==> config.mk <==
export PLATFORM = sky130hd
export DESIGN_NAME = if_stage
export DESIGN_NICKNAME = d
export VERILOG_FILES = /design/src/rtl/if_stage.sv
export SDC_FILE = /design/constraint.sdc
export NUM_CORES = 1
export LEC_CHECK = 0
export CAP_MARGIN = 20
export CELL_PAD_IN_SITES_DETAIL_PLACEMENT = 2
export CELL_PAD_IN_SITES_GLOBAL_PLACEMENT = 2
export CORE_ASPECT_RATIO = 1.1
export CORE_MARGIN = 3
export CORE_UTILIZATION = 34
export CTS_CLUSTER_SIZE = 40
export DETAILED_ROUTE_END_ITERATION = 8
export GPL_TIMING_DRIVEN = 0
export PLACE_DENSITY_LB_ADDON = 0.1
export REMOVE_ABC_BUFFERS = 1
export SYNTH_ARGS = -nofsm -noshare
export SYNTH_HDL_FRONTEND = slang
export SYNTH_SLANG_ARGS = --single-unit
==> constraint.sdc <==
create_clock -name clk_i -period 19.5 [get_ports clk_i]
set_input_delay 5.85 -clock clk_i [delete_from_list [all_inputs] [get_ports clk_i]]
set_output_delay 5.85 -clock clk_i [all_outputs]
set_load 0.05 [all_outputs]
**Pin map**

Pins as bars across the die edge, other pins in grey.
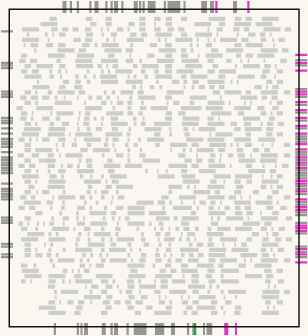
rst_i -> green  # pins 1, direction input, edge bottom
instr_o -> magenta  # pins 32, direction output, edge 27 right, 3 bottom, 2 top
die y size: 164 um
die width: 149 um

**Wiring heat map**

The die is cut into 30 by 33 equal tiles; dark blue is low, red is high, scaled to the fullest tile. Values are wire area over tile area, all layers added.
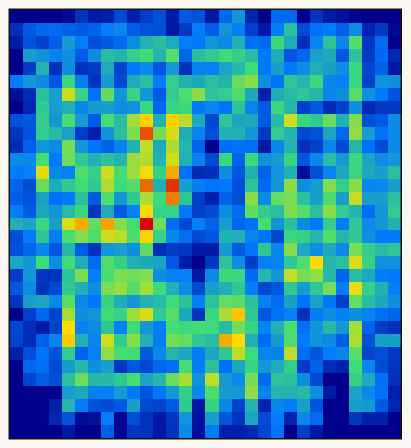
tiles over half the peak = 14%
mean over tiles = 0.16
fullest tile = 0.52
via count: 6384
wire per inst: 22.0 um
overall routed net length: 26.0 mm
Overall Global Routing Usage: 21.8%

==> impl_metrics.py <==
# Flow results
metrics = {
    "critical_path": {
        "cpPeakStageDelay_ns": 0.85,
        "worst_path_max_delay_cell": "clkdlybuf4s50_1",
        "crit_type": "in -> out",
        "cp-start-kind": "primary input",
        "crit_buf_inv": 3,
    },
    "cts": {
        "cts_tree": "done",
        "cts_setup_buffers": 0,
        "numCtsBuffers": 17,
        "cts_sinks": 163,
        "hold_buffers": 0,
    },
    "cells_and_area": {
        "drive_above_1_share_pct": 11.1,
        "lay_top_count": "clkdlybuf4s50_1",
        "nets": 945,
        "antenna_cells": 0,
        "layout_top_cells": "167 x clkdlybuf4s50_1, 160 x dfrtp_1, 88 x nand2_1",
    },
    "sta": {
        "rsz0062_at_grt": "no",
        "max_freq_mhz": 68.3,
        "slew_viol_final": 0,
        "hold_ws_ns": 0.474,
    },
    "route": {
        "drc": 0,
    },
    "power_and_ir_drop": {
        "p_per_area_nw_per_um2": 115,
        "p_leak_nw": 4.40,
    },
    "global_route": {
        "antenna_found_initial": 0,
    },
    "synthesis": {
        "yosys.area.top_type_share_pct": 52.1,
        "ys_area_sq_um": 7690,
        "async_reset_ff_share_pct": 100,
    },
    "status": {
        "status": "finished, final reports clean",
    },
    "placed_design": {
        "routabilityCongestion": 0.746,
    },
}
==> layout make-up <==
cell class / count / area [sq um]
tap: 295 / 369
sequential: 163 / 4080
multi-input combinational: 502 / 3360
timing repair buffer: 179 / 1910
clock buffer: 17 / 425
clock inverter: 15 / 168
inverter: 9 / 41.3
fill: 2273 / 11800
==> metal layers <==
layer	wire length (um)	vias to the layer above	track usage [%]
li1	-	2919	-
met1	11200	3304	27.5
met2	13500	137	39.0
met3	916	24	3.70
met4	310	0	5.33
met5	0	-	0
==> Yosys cell counts (2+ instances only) <==
library cell / instances
o32a_1: 3
a22o_1: 5
clkbuf_1: 30
and2_1: 4
o21a_1: 2
or3_1: 3
mux2_1: 56
nor3_2: 2
a22oi_1: 14
buf_2: 16
a31oi_1: 4
ha_1: 3
o31ai_1: 7
inv_1: 9
dfstp_2: 3
and4_1: 4
nor2b_1: 2
a221o_1: 3
nand4_1: 8
nand3_1: 29
o311ai_1: 4
a21oi_1: 20
nor2_1: 80
buf_1: 12
o21ai_1: 43
nand2_1: 89
o211ai_1: 2
a221oi_1: 30
o21ai_0: 4
nor3_1: 5
mux2_2: 35
nand2b_1: 3
a21o_1: 4
dfrtp_1: 160
mux2i_1: 8
o22ai_1: 3
nor4b_1: 2
and3_1: 7
==> through the flow <==
step / cells / worst slack [ns] / power (mW) / setup TNS [ns] / instance area, sq um
after global routing: 1180 / 4.63 / 1.26 / 0 / 10400
after CTS: 1180 / 4.75 / 1.21 / 0 / 10400
after global placement: 1136 / -2.28 / 0.827 / -71.92 / 9480
after detailed placement: 1148 / 4.74 / 0.856 / 0 / 9770
after floorplan: 674 / 1.79 / 0.704 / 0 / 7440
final: 1180 / 4.85 / 1.19 / 0 / 10400
==> tightest hold or removal path: cells and delay by family (launching register included) <==
family           cells  cell delay, ns
flip-flops           1            0.34
AND/OR/NAND/NOR      2            0.11
==> cells by family (layout without fill, tap and decap cells) <==
kind of cell / after synthesis / count (layout) / share of synthesized area (%)
buffers and inverters: 68 / 220 / 3.63
AND-OR/OR-AND: 152 / 152 / 13.5
AND/OR/NAND/NOR: 248 / 248 / 14.9
multiplexers: 99 / 99 / 14.4
adder cells (fa/ha/maj): 3 / 3 / 0.488
flip-flops: 163 / 163 / 53.1
==> where the power goes <==
group / switching (mW) / internal [mW] / leakage, nW
Sequential: 0.0631 / 0.412 / 2.07
Combinational: 0.230 / 0.143 / 2.03
Clock: 0.151 / 0.192 / 0.297
No activity file was given, so power comes from the tool's default toggle rates.
